Figure 1. Register map, names as in the netlist (run 1).
Other sequential cells in the stronger gray, the rest of the logic in the fainter gray.
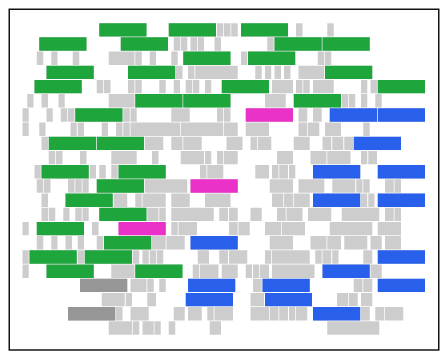
Figure 2. Drive-strength map (run 1).
Scale bar: 20 um.
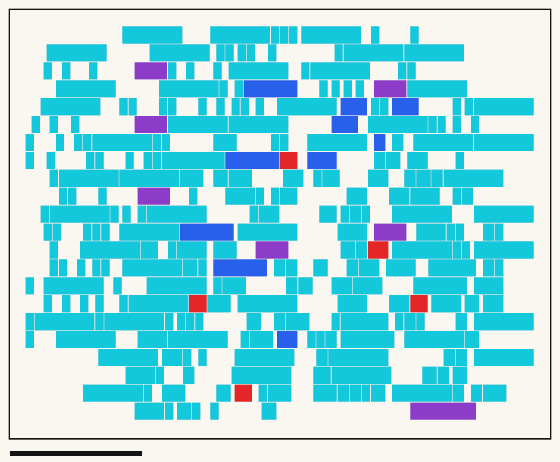
Figure 3. Cell placement (run 1).
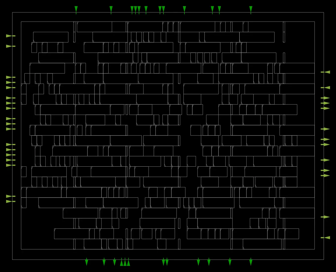
Figure 4. Wiring heat map (run 1).
Scale bar: 20 um. 16 x 13 tiles, from dark purple (low) to yellow (high), scaled to the fullest tile. Values are wire area over tile area, all layers added.
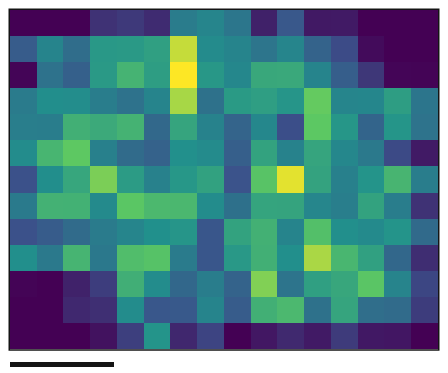
==> config.mk <==
export PLATFORM = sky130hd
export DESIGN_NAME = bloom_hash_engine
export DESIGN_NICKNAME = d
export VERILOG_FILES = /design/src/rtl/bloom_hash_pkg.sv /design/src/rtl/bloom_hash_step.sv /design/src/rtl/bloom_hash_engine.sv
export SDC_FILE = /design/constraint.sdc
export NUM_CORES = 1
export LEC_CHECK = 0
export CAP_MARGIN = 10
export CORE_AREA = 2 2 80 63
export CTS_CLUSTER_SIZE = 30
export DETAILED_ROUTE_END_ITERATION = 16
export DIE_AREA = 0 0 82 65
export DONT_BUFFER_PORTS = 1
export PLACE_DENSITY = 0.73
export SYNTH_ARGS = -nofsm -noshare
export SYNTH_HDL_FRONTEND = slang
export SYNTH_SLANG_ARGS = --single-unit
==> constraint.sdc <==
create_clock -name clk_i -period 4.1 [get_ports clk_i]
set_clock_uncertainty 0.15 [all_clocks]
set_input_delay 0.615 -clock clk_i [delete_from_list [all_inputs] [get_ports clk_i]]
set_output_delay 0.615 -clock clk_i [all_outputs]
set_load 0.01 [all_outputs]
==> impl_metrics.toml <==
# synthesis and place-and-route metrics
[setup_path]
reg2reg_slack_ns = 0.44
worstSetupPathDepth = 10
worstPathCellList = "mux2i_1, mux4_2, xnor2_1, ha_1, ha_1, fa_1, xnor3_1, or3b_2, mux2i_1, mux2i_1"
worstPathRequired_ns = 4.19
path_delay_family = "multiplexers"
slowest_delay_ns = 0.71
crit_path_end_kind = "flip-flop"
r2r_cells = 10
start_kind = "flip-flop"
arrival_ns = 3.76
critPathMaxFanout = 16
crit_buf_inv = 0
crit_top_cell = "mux2i_1"
critical_path.slowest_cell = "dfrtp_1"

[placed_design]
dpl_cell_area_um2 = 2801
io_buffers = 0
post-dp-hpwl_um = 3635
globalplace.congestion = 0.7512

[sta]
rsz0062_at_grt = "no"
hold_violations = 0
relSlewSlack_pct = 45.65
finalCritPeriodShare_pct = 89.36
setup-tns-final_ns = 0
worst_slew_pin_slew_ns = 0.8132
finalSetupViolCount = 0
min_period_ns = 3.664
drv_slew = 0
max_freq_mhz = 273.0

[yosys]
ys_top_cells_by_area = "dfrtp_1, nand2_1, ha_1"
synthArstFlopShare_pct = 100.0
yosysWarningCount = 0
largest_area_cell = "dfrtp_1"
synth.top_cells.by_count = "nand2_1, dfrtp_1, ha_1"
postSynthSeqShare_pct = 48.09
netlist_area_um2 = 2758
ys_cells = 290
ys_chip_area_um2 = 2758
syn_avg_cell_area_um2 = 9.509
synthFlopType = "dfrtp_1"
synth_top_area_share_pct = 48.09
yosysMostFrequentCell = "nand2_1"
syn_inst = 290
edf_count = 0
ys_types = 30
synth_flops = 53

[drt]
initialDrtViolationCount = 100
wl_um = 5231
post-route-drc-count = 0
viasPerCell = 5.369
ant_nets = 0
dr.pass1.iters = 4

[clocking]
cts_tree = "yes"
numCtsBuffers = 5
clk_latency_ns = 0.31
ctsHtreeMaxLevel = 2
ctsLongestPathBuffers = 2
post_cts_buffers = 0
cts.sinks = 53
clk_pin_slew_ns = 0.10
cts-root-buf = "clkbuf_8"

[floorplanning]
chipArea_um2 = 5330
rows = 22
ioPinCount = 55
initial_core_util_pct = 59.63
fp.dieH_um = 65

[layout]
drive_gt1_share_pct = 7.586
antennaDiodeCount = 0
largest_reg_flops = 32
final_nets = 340

[power_and_ir_drop]
comb_power_share_pct = 53.9
p_int_mw = 1.655
swShare_pct = 42.19
finalPower_mw = 2.864
power.density_nw_per_um2 = 975.6
p_sw_mw = 1.208
vdd_drop_max_v = 0.0004541
total_leakage_power_nw = 1.450
seqPwrFrac_pct = 35.3
pwr-share-clk_pct = 10.8

[global_routing]
antenna_found_initial = 0
grt_overflow = 0
grt_usage_pct = 22.83
grt_max_degree = 54
grt_first_pass_wirelength_um = 9025

[outcome]
status = "finished, final reports clean"

[worst_hold_path]
hp-class = "input port to flip-flop"
min_path_cells = 2

[flow_run]
max_cap_viol_count = 0
openroad.warnings = 29
About Figure 1:
| name in the netlist | color | placed flops |
|---|---|---|
| `cnt_q` | magenta | 3 |
| `out_hash_o` | blue | 16 |
| `data_q` | green | 32 |
post-layout util: 63.47%
Seq group: 1.01 mW
Sequential cell area: 1326 um2
flop share of the area: 45.18%

About Figure 2:
| size | color | cells | share |
|---|---|---|---|
| x2 | blue | 10 | 3.4% |
| x6 and larger | purple | 7 | 2.4% |
| x3 and x4 | red | 5 | 1.7% |
| x1 and smaller | cyan | 268 | 92% |
Post-Layout Inst Area: 2935 um2
worst setup margin: 0.4364 ns
Area Growth Syn to Fin: 6.443%

About Figure 3:
Core ar.: 4624 um2
Fillers: 395
fin cells: 350
tap cells: 60

About Figure 4:
mean over tiles: 0.16
nearly empty tiles: 9.6%
fullest tile: 0.39
tiles over half the peak: 33%
via count: 1,879
wire per inst: 14.95 um

## run 1: cell type report
cell class | count | area, um2 | area share, %
Clock buffer | 6 | 82.58 | 2.813
Clock inverter | 2 | 13.76 | 0.4689
Inverter | 10 | 37.54 | 1.279
Multi-Input combinational cell | 213 | 1333 | 45.40
Sequential cell | 53 | 1326 | 45.18
Tap cell | 60 | 75.07 | 2.558
Timing Repair Buffer | 6 | 67.56 | 2.302
## run 1: cells by family (layout without fill, tap and decap cells)
| group | Yosys count | count (layout) | synth area share, % |
|---|---|---|---|
| buffers and inverters | 24 | 24 | 3.584 |
| flip-flops | 53 | 53 | 48.09 |
| adder cells (fa/ha/maj) | 15 | 15 | 7.350 |
| AND/OR/NAND/NOR | 145 | 145 | 22.01 |
| multiplexers | 19 | 19 | 9.438 |
| XOR/XNOR | 12 | 12 | 4.809 |
| AND-OR/OR-AND | 22 | 22 | 4.719 |
## run 1: layout by cell type, fill, tap and decap left out, types with 2 or more instances in the layout
cell      count
xnor2_1      10
ha_1         13
buf_4         4
a22oi_1       2
o21ai_0       8
nor2_1        4
nand2_1     113
fa_1          2
clkbuf_8      6
nand3_1      10
a21oi_1       8
nand2b_1      5
xnor3_1       2
mux2_2        3
inv_1        10
mux4_2        4
or3_1         8
mux2i_1      11
dfrtp_1      53
## run 1: layer usage
layer / vias to the layer above / global-route usage [%] / wire (um)
li1: 947 / - / -
met1: 886 / 33.77 / 2644
met2: 39 / 33.03 / 2246
met3: 7 / 6.128 / 268
met4: 0 / 6.875 / 72
met5: - / 0 / 0
## run 1: per-stage QoR
step	util, %	hold WS (ns)	setup WS, ns
detailed placement	60.58	0.1709	0.4474
CTS	63.26	0.006364	0.4231
floorplan	-	0.1694	0.6695
global route	63.47	0.2391	0.2164
global placement	60.58	0.1709	0.5215
finish	63.47	0.2522	0.4364
## run 1: power groups by stage
stage	logic [mW]	clock network, mW	registers (mW)
after floorplan	1.30	0	0.939
final	1.54	0.309	1.01
after global routing	1.78	0.344	1.05
after CTS	1.56	0.317	1.01
after detailed placement	1.53	0	1.02
after global placement	1.48	0	1.02
## run 1: timing repair
item | 4_1_cts | 5_1_grt
endpoints found under the hold margin | 53 | 1
gates resized | 0 | 0
hold buffers | 1 | 1
Power and IR drop assume default switching activity.
